File: src/rtl/adder_rr_arbiter.sv
// adder_rr_arbiter: round-robin sharing of one external registered adder among NUM_REQ lanes.
// Defining ADDER_ARB_STATS_EN adds a saturating handshake counter on stat_grants.
module adder_rr_arbiter #(
  parameter int WIDTH   = 4,
  parameter int NUM_REQ = 4,
  parameter int LATENCY = 1
) (
  input  logic                     clk,
  input  logic                     rst,
  input  logic                     en,
  input  logic [NUM_REQ-1:0]       req_valid,
  output logic [NUM_REQ-1:0]       req_ready,
  input  logic [NUM_REQ*WIDTH-1:0] req_a,
  input  logic [NUM_REQ*WIDTH-1:0] req_b,
  output logic [WIDTH-1:0]         add_in1,
  output logic [WIDTH-1:0]         add_in2,
  input  logic [WIDTH:0]           add_out,
  output logic [NUM_REQ-1:0]       rsp_valid,
  output logic [WIDTH:0]           rsp_sum,
  output logic                     idle,
  output logic [15:0]              stat_grants
);
  // state | meaning
  // IDLE  | no grants; leaves for RUN once en=1 is sampled
  // RUN   | round-robin grants while en=1; en=0 moves to DRAIN
  // DRAIN | no grants; returns to IDLE once no tag is in flight

  localparam int IDX_W = (NUM_REQ > 1) ? $clog2(NUM_REQ) : 1;

  typedef enum logic [1:0] {IDLE, RUN, DRAIN} state_t;

  state_t           state, state_next;
  logic [IDX_W-1:0] ptr;
  logic             grant_any;
  logic [IDX_W-1:0] grant_idx;
  logic [IDX_W:0]   scan;
  logic [WIDTH-1:0] sel_a, sel_b;
  logic [LATENCY-1:0] tag_vld;
  logic [IDX_W-1:0]   tag_idx [LATENCY];
  logic             pipe_empty;

  assign pipe_empty = ~|tag_vld;

  // Scan upward from the pointer with wrap; the first valid lane wins.
  always_comb begin
    grant_any = 1'b0;
    grant_idx = '0;
    scan      = '0;
    req_ready = '0;
    if (state == RUN && en && !rst) begin
      for (int k = 0; k < NUM_REQ; k++) begin
        scan = {1'b0, ptr} + (IDX_W+1)'(k);
        if (scan >= (IDX_W+1)'(NUM_REQ))
          scan = scan - (IDX_W+1)'(NUM_REQ);
        if (!grant_any && req_valid[scan[IDX_W-1:0]]) begin
          grant_any = 1'b1;
          grant_idx = scan[IDX_W-1:0];
        end
      end
      if (grant_any)
        req_ready[grant_idx] = 1'b1;
    end
  end

  always_comb begin
    sel_a = '0;
    sel_b = '0;
    for (int i = 0; i < NUM_REQ; i++) begin
      if (grant_idx == IDX_W'(i)) begin
        sel_a = req_a[i*WIDTH +: WIDTH];
        sel_b = req_b[i*WIDTH +: WIDTH];
      end
    end
  end

  always_comb begin
    state_next = state;
    case (state)
      IDLE:    if (en) state_next = RUN;
      RUN:     if (!en) state_next = DRAIN;
      DRAIN:   if (pipe_empty) state_next = IDLE;
      default: state_next = IDLE;
    endcase
  end

  always_ff @(posedge clk) begin
    if (rst) begin
      state     <= IDLE;
      idle      <= 1'b1;
      ptr       <= '0;
      add_in1   <= '0;
      add_in2   <= '0;
      tag_vld   <= '0;
      rsp_valid <= '0;
    end else begin
      state <= state_next;
      idle  <= (state_next == IDLE);
      if (grant_any) begin
        ptr     <= (grant_idx == IDX_W'(NUM_REQ-1)) ? '0 : grant_idx + 1'b1;
        add_in1 <= sel_a;
        add_in2 <= sel_b;
      end
      tag_vld[0] <= grant_any;
      for (int k = 1; k < LATENCY; k++)
        tag_vld[k] <= tag_vld[k-1];
      rsp_valid <= '0;
      if (tag_vld[LATENCY-1])
        rsp_valid[tag_idx[LATENCY-1]] <= 1'b1;
    end
  end

  // Tag indices are only meaningful alongside tag_vld, so they carry no reset.
  always_ff @(posedge clk) begin
    tag_idx[0] <= grant_idx;
    for (int k = 1; k < LATENCY; k++)
      tag_idx[k] <= tag_idx[k-1];
  end

  assign rsp_sum = (|rsp_valid) ? add_out : '0;

`ifdef ADDER_ARB_STATS_EN
  logic [15:0] grant_cnt;

  always_ff @(posedge clk) begin
    if (rst)
      grant_cnt <= '0;
    else if (grant_any && grant_cnt != 16'hFFFF)
      grant_cnt <= grant_cnt + 16'd1;
  end

  assign stat_grants = grant_cnt;
`else
  assign stat_grants = 16'h0000;
`endif

endmodule

File: config.mk
export PLATFORM = sky130hd
export DESIGN_NAME = adder_rr_arbiter
export DESIGN_NICKNAME = d
export VERILOG_FILES = /design/src/rtl/adder_rr_arbiter.sv
export SDC_FILE = /design/constraint.sdc
export NUM_CORES = 1
export LEC_CHECK = 0
export CAP_MARGIN = 15
export CORE_MARGIN = 2
export CORE_UTILIZATION = 33
export DETAILED_ROUTE_END_ITERATION = 16
export PLACE_DENSITY = 0.77
export SYNTH_ARGS = -nofsm -noshare
export SYNTH_HDL_FRONTEND = slang
export SYNTH_SLANG_ARGS = --single-unit
File: constraint.sdc
create_clock -name clk -period 2.91 [get_ports clk]
set_clock_uncertainty 0.2 [all_clocks]
set_input_delay 0.582 -clock clk [delete_from_list [all_inputs] [get_ports clk]]
set_output_delay 0.582 -clock clk [all_outputs]
set_load 0.02 [all_outputs]
Fig. 1: run 1, power grid
Bar = 20 um. Pins as bars on the die edge.
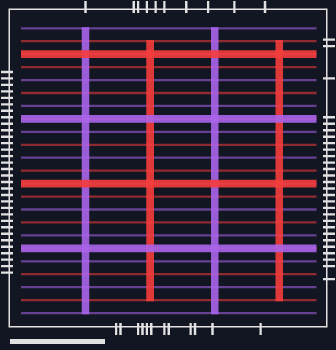
Purple stands for VSS. Red stands for VDD.
23 met1 rails follow the rows. The core has 22 rows. 82 signal pins sit on the boundary. 4 straps on met4.

Fig. 2: run 1, placed cells, one color a class
Fill, decap, tap and diode cells in gray.
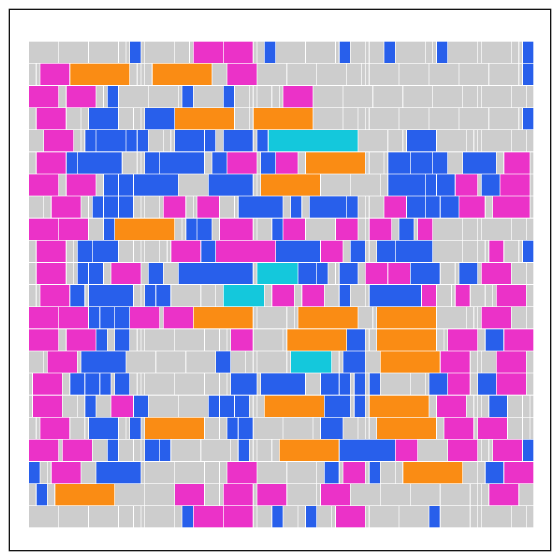
Blue stands for combinational and other logic, cells 129, share of their area 40%. Orange stands for flops, cells 20, share of their area 19%. Cyan stands for clock drivers and dummy loads, cells 4, share of their area 3.4%. Magenta stands for other buffers and delay cells, cells 85, share of their area 38%.

Fig. 3: run 1, clock distribution
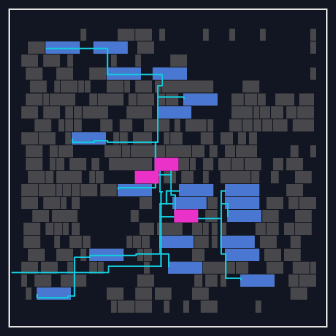
Magenta stands for clock drivers, count 3. Cyan stands for clock wires, length 264 um. Blue stands for flip-flops, count 20.
There are 4 routed clock nets.

Fig. 4: run 1, signal wires by layer
Bar = 20 um. Two of the layers only.
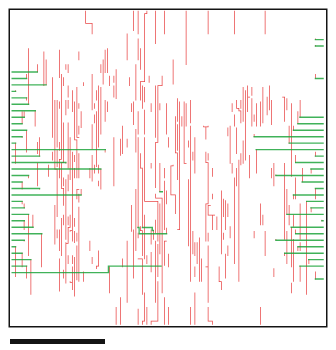
Red stands for metal 2, wire length 1,610 um. Green stands for metal 3, wire length 343 um.

==> reports/results.ini, run 1 <==
[status]
status=complete, no violations

[clocking]
hold_buffers=0
clkTransAtPathRegs_ns=0.08
cts.sinks=20

[grt]
grt_pass1_wl_mm=5.26

[power_and_ir_drop]
p_clk_mw=0.276
powerDensity_mw_per_mm2=335
sw_frac_of_total_pct=23.6
vdd_drop_max_uv=162

[logic_synthesis]
top_cells_by_area=dfxtp_1 (31%), buf_4 (9.3%), a21oi_1 (7.8%)
topCombFamilyByArea=simple AND/OR/NAND/NOR gates
ys_cells=159

[final_timing]
finalSetupTns_ns=0
finalHoldViolations=0

[layout]
buffers=85
area_growth_syn_to_layout_pct=68.5

[worst_setup_path]
setup.worst_path.start=req_valid[3]
crit_end=add_in2[1]$_SDFFE_PP0P_
path_buffers=3
worst_ep_required_time_ns=2.85

[routing]
routedWlPerCell_um=11.9

[min_path]
hp-class=register to register
min_to=rsp_valid[2]$_SDFF_PP0_

==> run 1: cells in the final DEF (no fill, tap or decap), drive strengths merged, types with 2 or more instances in the layout <==
| cell | n |
|---|---|
| nor2b | 9 |
| inv | 9 |
| nor3 | 9 |
| a211oi | 2 |
| clkdlybuf4s50 | 58 |
| buf | 24 |
| clkbuf | 3 |
| conb | 16 |
| a21oi | 20 |
| dfxtp | 20 |
| nand3 | 2 |
| and3 | 3 |
| nor3b | 3 |
| a221oi | 8 |
| o21ai | 8 |
| ha | 4 |
| nand2 | 13 |
| nor2 | 13 |
| dlygate4sd2 | 2 |
==> run 1: metal layers <==
metal,vias up,global-route usage (%),share of wire (%)
li1,677,-,-
met1,601,19.7,42
met2,64,26.6,47
met3,2,4.60,10
met4,0,3.06,0.44
met5,-,0,0
## Run 2: what changed since run 1
--- a/config.mk
+++ b/config.mk
@@ -5,11 +5,12 @@
 export SDC_FILE = /design/constraint.sdc
 export NUM_CORES = 1
 export LEC_CHECK = 0
+export ABC_AREA = 1
 export CAP_MARGIN = 15
 export CORE_MARGIN = 2
-export CORE_UTILIZATION = 33
+export CORE_UTILIZATION = 35
 export DETAILED_ROUTE_END_ITERATION = 16
-export PLACE_DENSITY = 0.77
+export PLACE_DENSITY = 0.76
 export SYNTH_ARGS = -nofsm -noshare
 export SYNTH_HDL_FRONTEND = slang
 export SYNTH_SLANG_ARGS = --single-unit
==> run 2 against run 1 <==
Against the previous run: combinational power increased by 48%; via count up 23%; die size increased by 9.5%; largest cell class unchanged; worst setup slack gained 0.10 ns; synthesized cell count grew 52%; synthesized area grew 17%; critical path type is now register to primary output; first-iteration DRC count grew 100%; count of clock-buffer cells in the layout did not move; sequential power hardly changed; highest routed layer is now met3; largest power group unchanged.
==> reports/results.ini, run 2 <==
[grt]
gr-usage-met2_pct=27.8  ; was 26.6%
grt_pass1_wl_mm=6.24  ; was 5.26 mm
grt_util_met3_pct=5.52  ; was 4.60%
top_usage_layer=met2  ; unchanged
met1_usage_pct=18.1  ; was 19.7%

[worst_setup_path]
reg2reg_slack_ns=0.21  ; was 0.52 ns
path_buffers=4  ; was 3
crit_end=req_ready[3]  ; was add_in2[1]$_SDFFE_PP0P_
setup.worst_path.start=ptr[0]$_SDFFE_PP0P_  ; was req_valid[3]
critical_path_depth=13  ; was 11

[layout]
buffers=81  ; was 85
final_cell_mix=nand2_1 (58), clkdlybuf4s50_1 (57), inv_1 (22)  ; was clkdlybuf4s50_1 (58), dfxtp_1 (20), a21oi_1 (19)
area_growth_syn_to_layout_pct=62.7  ; was 68.5%
layout_top_cell=nand2_1  ; was clkdlybuf4s50_1
instances_no_fill=368  ; was 286

[clocking]
hold_buffers=0  ; unchanged
cts_tree=yes  ; unchanged
clkTransAtPathRegs_ns=0.07  ; was 0.08 ns

[final_timing]
finalSetupTns_ns=0  ; unchanged
finalHoldViolations=0  ; unchanged
setup_viol=0  ; unchanged

[power_and_ir_drop]
powerDensity_mw_per_mm2=327  ; was 335 mW/mm2
vdd_drop_max_uv=235  ; was 162 uV
maxPowerGroup=registers  ; unchanged

[logic_synthesis]
topCombFamilyByArea=simple AND/OR/NAND/NOR gates  ; unchanged
flop_cell=dfxtp_1  ; unchanged
ys_cells=241  ; was 159
synth_cells=241  ; was 159

[routing]
routedWlPerCell_um=10.5  ; was 11.9 um

[status]
status=complete, no violations  ; unchanged

[floorplanning]
placementRows=23  ; was 22

[placement]
placed_cells=362  ; was 281

[min_path]
hp-class=register to register  ; unchanged
min_to=rsp_valid[1]$_SDFF_PP0_  ; was rsp_valid[2]$_SDFF_PP0_

[run 2: netlist changes by cell type after synthesis, moves of 3 or more]
| cell | delta |
|---|---|
| a221oi_1 | -6 |
| nand3_1 | +18 |
| nor2_2 | +9 |
| a21oi_1 | -12 |
| nor2b_1 | -9 |
| nor2_1 | +11 |
| nand2_2 | +4 |
| and3_1 | -3 |
| inv_1 | +17 |
| nor3_2 | -6 |
| nand2_1 | +60 |
| or2_2 | +8 |
[run 2: kinds of logic (layout without fill, tap and decap cells)]
family,after synthesis,after routing
other,1,16
flip-flops,20,20
buffers and inverters,51,113
AND-OR/OR-AND,18,18
adder cells (fa/ha/maj),4,4
AND/OR/NAND/NOR,147,147
[run 2: routing by layer]
metal  share of wire [%]  up-vias
li1                    -      863
met1                  41      725
met2                  49       67
met3                 9.3        0
met4                   0        0
met5                   0        -
Fig. 5: run 2, signal wires by layer
Bar = 20 um. Two of the layers only.
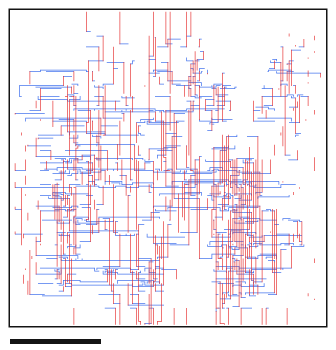
Blue stands for metal 1, wire length 1,600 um. Red stands for metal 2, wire length 1,910 um.

Fig. 6: run 2, power grid
Bar = 20 um. Pins as bars on the die edge.
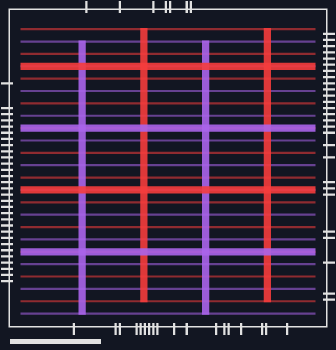
Purple stands for VSS. Red stands for VDD.
82 signal pins sit on the boundary. The core has 23 rows.

## Run 3: what changed since run 2
--- a/config.mk
+++ b/config.mk
@@ -10,7 +10,9 @@
 export CORE_MARGIN = 2
 export CORE_UTILIZATION = 35
 export DETAILED_ROUTE_END_ITERATION = 16
+export GPL_ROUTABILITY_DRIVEN = 0
 export PLACE_DENSITY = 0.76
+export SLEW_MARGIN = 10
 export SYNTH_ARGS = -nofsm -noshare
 export SYNTH_HDL_FRONTEND = slang
 export SYNTH_SLANG_ARGS = --single-unit
Fig. 7: run 3, signal wires by layer
Bar = 20 um. Two of the layers only.
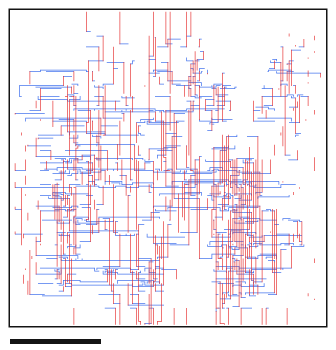
Red stands for metal 2, wire length 1,910 um. Blue stands for metal 1, wire length 1,600 um.

Fig. 8: run 3, clock distribution
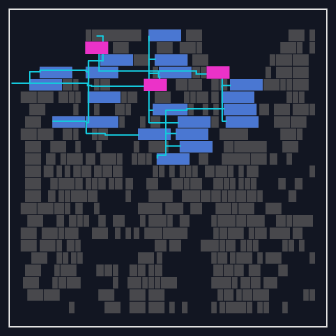
Blue stands for flip-flops, count 20. Cyan stands for clock wires, length 205 um. Magenta stands for clock drivers, count 3.
There are 4 routed clock nets.

==> run 3 against run 2 <==
Against the previous run: non-clock buffer count unchanged; sequential power about the same; first-iteration DRC count unchanged; core utilization unchanged; synthesized area unchanged; sequential share of layout area unchanged; register-to-register slack about the same; cell area unchanged; worst setup slack unchanged; cell count unchanged; critical path type unchanged; largest cell class unchanged.
==> reports/results.ini, run 3 <==
[status]
status=complete, no violations  ; unchanged

[routing]
firstDrtPassIters=4  ; unchanged
routedWlPerCell_um=10.5  ; unchanged

[layout]
largestClassByArea=logic gates  ; unchanged
buf_share_pct=32.1  ; unchanged
layout_top_cell=nand2_1  ; unchanged
final_cell_mix=nand2_1 (58), clkdlybuf4s50_1 (57), inv_1 (22)  ; unchanged
clock_cell_area_share_pct=2.92  ; unchanged
instances_no_fill=368  ; unchanged
sh_comb_area_pct=41.3  ; unchanged
buffers=81  ; unchanged
area_growth_syn_to_layout_pct=62.7  ; unchanged
logic_gates=185  ; unchanged
nFillCells=389  ; unchanged

[grt]
antenna_found_initial=0  ; unchanged
grt_pass1_vias=1499  ; unchanged
grt_pass1_wl_mm=6.24  ; unchanged

[clocking]
cts.sinks=20  ; unchanged
clkTransAtPathRegs_ns=0.07  ; about the same
cts_tree=yes  ; unchanged
hold_buffers=0  ; unchanged
cts-resized-gates=26  ; unchanged

[final_timing]
tightest_slew_ns=0.670  ; unchanged
period_used_pct=93.9  ; unchanged
slew_violations=0  ; unchanged
finalHoldViolations=0  ; unchanged
setup_viol=0  ; unchanged
finalSetupTns_ns=0  ; unchanged

[min_path]
min_to=rsp_valid[1]$_SDFF_PP0_  ; unchanged
hp-class=register to register  ; unchanged

[worst_setup_path]
crit_end=req_ready[3]  ; unchanged
reg2reg_slack_ns=0.21  ; about the same
path_buffers=4  ; unchanged
worst_ep_required_time_ns=2.13  ; about the same
setup.worst_path.start=ptr[0]$_SDFFE_PP0P_  ; unchanged

[power_and_ir_drop]
vdd_drop_max_uv=235  ; unchanged
powerDensity_mw_per_mm2=327  ; unchanged

[logic_synthesis]
synth-seq-cells=20  ; unchanged
flop_cell=dfxtp_1  ; unchanged
synth-edff-count=0  ; unchanged
top_cells_by_area=dfxtp_1 (27%), nand2_1 (18%), buf_4 (8.0%)  ; unchanged
ys_cells=241  ; unchanged
synth_cells=241  ; unchanged
synth_chip_area_mm2=0.00150  ; unchanged

[floorplanning]
placementRows=23  ; unchanged
die_h_um=69.5  ; unchanged

[placement]
placed_cells=362  ; unchanged

-- run 3: cell counts after synthesis --
No cell type changed its count.
-- run 3: power by group --
group | total [mW] | internal (mW) | leakage, nW | switching, mW
clock network | 0.270 | 0.183 | 0.0357 | 0.0861
logic | 0.241 | 0.114 | 1.00 | 0.126
registers | 0.288 | 0.282 | 0.163 | 0.00597
-- run 3: kinds of logic (layout without fill, tap and decap cells) --
family          Yosys count  after routing  synth area share (%)
simple gates            147            147                  44.6
buf+inv                  51            113                  18.9
flops                    20             20                  26.7
compound gates           18             18                  6.25
fa+ha+maj                 4              4                  3.33
other cells               1             16                 0.250
-- run 3: per-layer routing --
layer  track usage [%]  share of wire [%]  vias up
li1                  -                  -      863
met1              18.1                 41      725
met2              27.8                 49       67
met3              5.52                9.3        0
met4             0.654                  0        0
met5                 0                  0        -
Power and IR drop assume default switching activity.
